logic_types.png
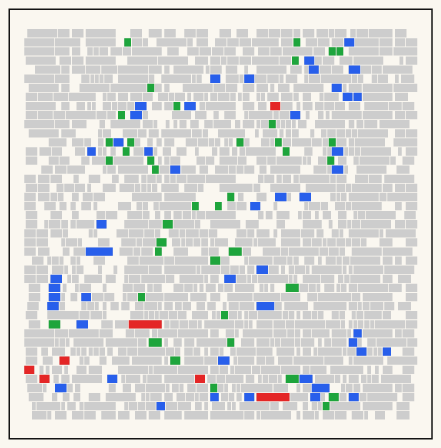
cell_density.png
13 x 13 tiles, from white (low) to dark blue (high), 0 to 100% covered.
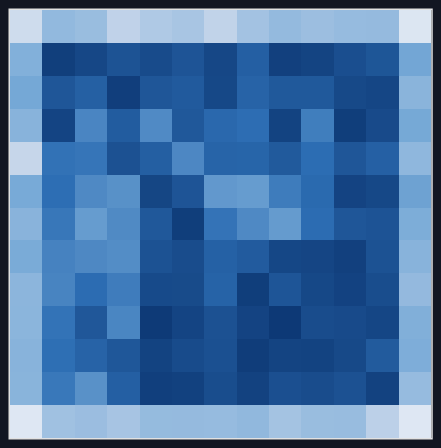
congestion.png
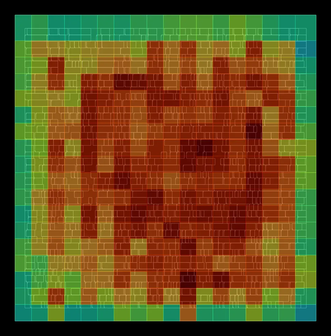
layer_met2.png
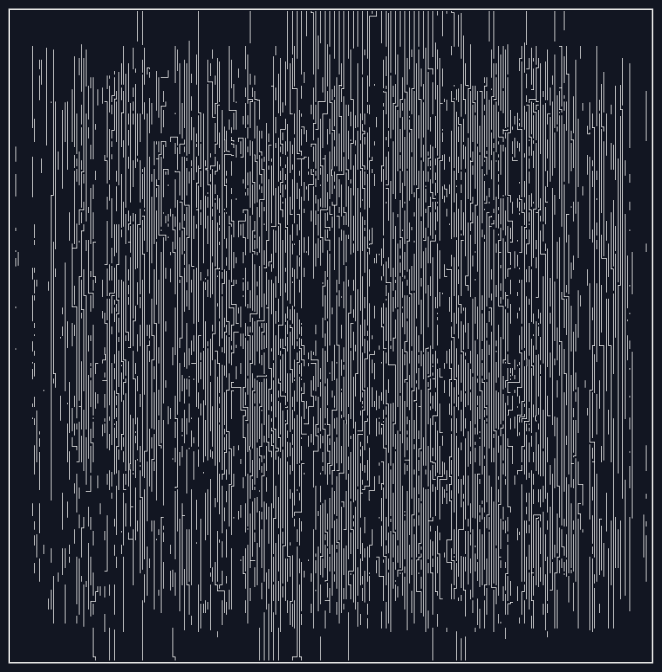
wires.png
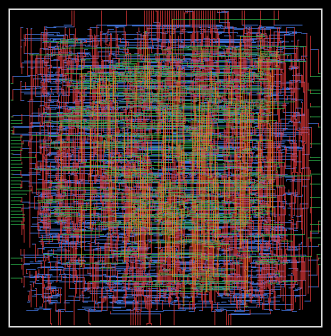
==> config.mk <==
export PLATFORM = sky130hd
export DESIGN_NAME = axi_stream_header_insert_strip_flat
export DESIGN_NICKNAME = d
export VERILOG_FILES = /design/src/rtl/axi_stream_header_insert_strip_pkg.sv /design/src/rtl/axi_stream_header_insert_strip_if.sv /design/src/rtl/axi_stream_header_insert_strip_byte_merge.sv /design/src/rtl/axi_stream_header_insert_strip.sv /design/src/flat_wrapper.sv
export SDC_FILE = /design/constraint.sdc
export NUM_CORES = 1
export LEC_CHECK = 0
export CAP_MARGIN = 20
export CORE_AREA = 4 4 122 124
export CTS_CLUSTER_SIZE = 40
export DETAILED_ROUTE_END_ITERATION = 10
export DIE_AREA = 0 0 126 128
export GPL_TIMING_DRIVEN = 0
export PLACE_DENSITY = 0.84
export SETUP_SLACK_MARGIN = 0.1
export SKIP_LAST_GASP = 1
export SLEW_MARGIN = 20
export SYNTH_ARGS = -nofsm -noshare
export SYNTH_HDL_FRONTEND = slang
export SYNTH_SLANG_ARGS = --single-unit
==> constraint.sdc <==
create_clock -name clk -period 3.6 [get_ports clk]
set_clock_uncertainty 0.15 [all_clocks]
set_input_delay 0.72 -clock clk [delete_from_list [all_inputs] [get_ports clk]]
set_output_delay 0.72 -clock clk [all_outputs]
set_load 0.05 [all_outputs]
==> out/summary.txt <==
Final Wtd Congestion -> 1.02
Initial antenna violation count -> 0
Die Y -> 128 microns
Ys cells -> 916
Cell area after synthesis -> 7520 sq um
Area fraction in mux cells -> 0.0672
Post-synth ARST share -> 1.00
Bufs on Longest Clock Path -> 2
Pre-Repair DR Iteration Count -> 6
Cell taking the most area after synthesis -> dfrtp_1
Failing checks -> negative setup slack
Final WS setup -> -1.15 ns
Total chip power -> 12.2 mW
WS Path Type -> primary input to flop
Synthesized instance count -> 916
Crit-path slowest cell -> fa_1
Max Freq -> 211 MHz
Largest net degree at the start of global routing -> 44
Worst R2R Path Depth -> 16
CP Data Arrival Time -> 4.89 ns
Status -> finished, violations left
Setup violations, final -> 74
Worst-path clk slew -> 0.08 ns
N_diodes -> 0
Total negative slack -> -71.89 ns
Crit Path Max Fanout -> 6
Aoi share -> 0.343
DRC viols -> 0
Yosys simple share -> 0.191
Buf+Inv Stages, Crit Path -> 7
Post-layout min period -> 4.75 ns
Worst path depth -> 24
Post-synth EDFFs -> 0
CTS buffer count -> 9
Layout fillers -> 795
Yosys Chip Area -> 7520 sq um
Back to the opening pictures, logic_types.png:
| family | colour | cells |
|---|---|---|
| and/or cells | green | 39 |
| non-inverting ao/oa cells | blue | 47 |
| xor and xnor cells | red | 7 |
dominant logic cell type in the layout: clkdlybuf4s50_1
Final Non-Filler Cells: 1,326
Comb area share: 0.533

Back to the opening pictures, cell_density.png:
tiles over 75% full: 56%
mean over tiles: 70%
fullest tile: 96%
Final Util: 0.837
Core Area: 13,800 sq um

Back to the opening pictures, congestion.png:
gr busiest metal: met2
met1 usage: 0.531
DR WL/cell: 27.8 microns
GR Util met2: 0.620

Back to the opening pictures, layer_met2.png:
longest straight run: 76.3 microns
share of all routed wire: 42%
wire length on this layer: 15,600 microns
main direction: vertical
nets with wire on the layer: 1,106
routed wire length: 36,800 microns
via count: 9,760

Back to the opening pictures, wires.png:
| layer | colour | wire length |
|---|---|---|
| metal 4 | orange | 2,550 microns |
| metal 2 | red | 15,600 microns |
| metal 1 | blue | 13,200 microns |
| metal 3 | green | 5,460 microns |
Total GRT Usage: 0.407

==> what timing repair did <==
item / 4_1_cts / 5_1_grt
endpoints found under the setup margin: 75 / 74
cloned: 1 / 5
setup buffers: 71 / 30
hold buffers: 0 / 0
gates resized: 114 / 141
pin swaps: 38 / 39
==> power by group <==
part | internal (mW) | switching (mW) | total (mW)
sequential | 1.32 | 0.357 | 1.68
clock | 0.543 | 0.445 | 0.988
combinational | 3.75 | 5.79 | 9.54
total | 5.61 | 6.59 | 12.2
==> layout make-up <==
cell class	instances	area (sq um)	area share
Multi-Input combinational cell	729	6150	0.533
Clock buffer	9	225	0.0195
Tap cell	180	225	0.0195
Timing Repair Buffer	214	2130	0.185
Sequential cell	83	2080	0.180
Clock inverter	7	76.3	0.00662
Buffer	57	443	0.0384
Inverter	47	199	0.0173
==> layer usage <==
layer	share of wire	up-vias
met2	0.42	945
met3	0.15	258
met4	0.069	0
met1	0.36	4568
li1	-	3989
met5	0	-
==> through the flow <==
stage / area, sq um / hold WS (ns) / util
after floorplan: 7860 / 0.195 / -
after global placement: 9300 / 0.196 / 0.675
after detailed placement: 9330 / 0.195 / 0.677
after CTS: 10600 / 0.197 / 0.773
after global routing: 11500 / 0.219 / 0.837
final: 11500 / 0.180 / 0.837
==> cells in the final DEF (no fill, tap or decap), types with 15 or more instances in the layout <==
master / count
clkdlybuf4s50_1: 118
dfrtp_1: 81
nand2_1: 69
buf_4: 66
nor2_1: 58
a21oi_1: 50
inv_1: 35
mux2i_1: 35
buf_6: 27
a21oi_2: 26
o211ai_1: 22
o21ai_0: 22
clkbuf_1: 21
nand3_1: 19
nor3_1: 17
nor2_4: 17
ha_1: 15
Power figures rest on the tool's default switching activity, not on a simulated workload.
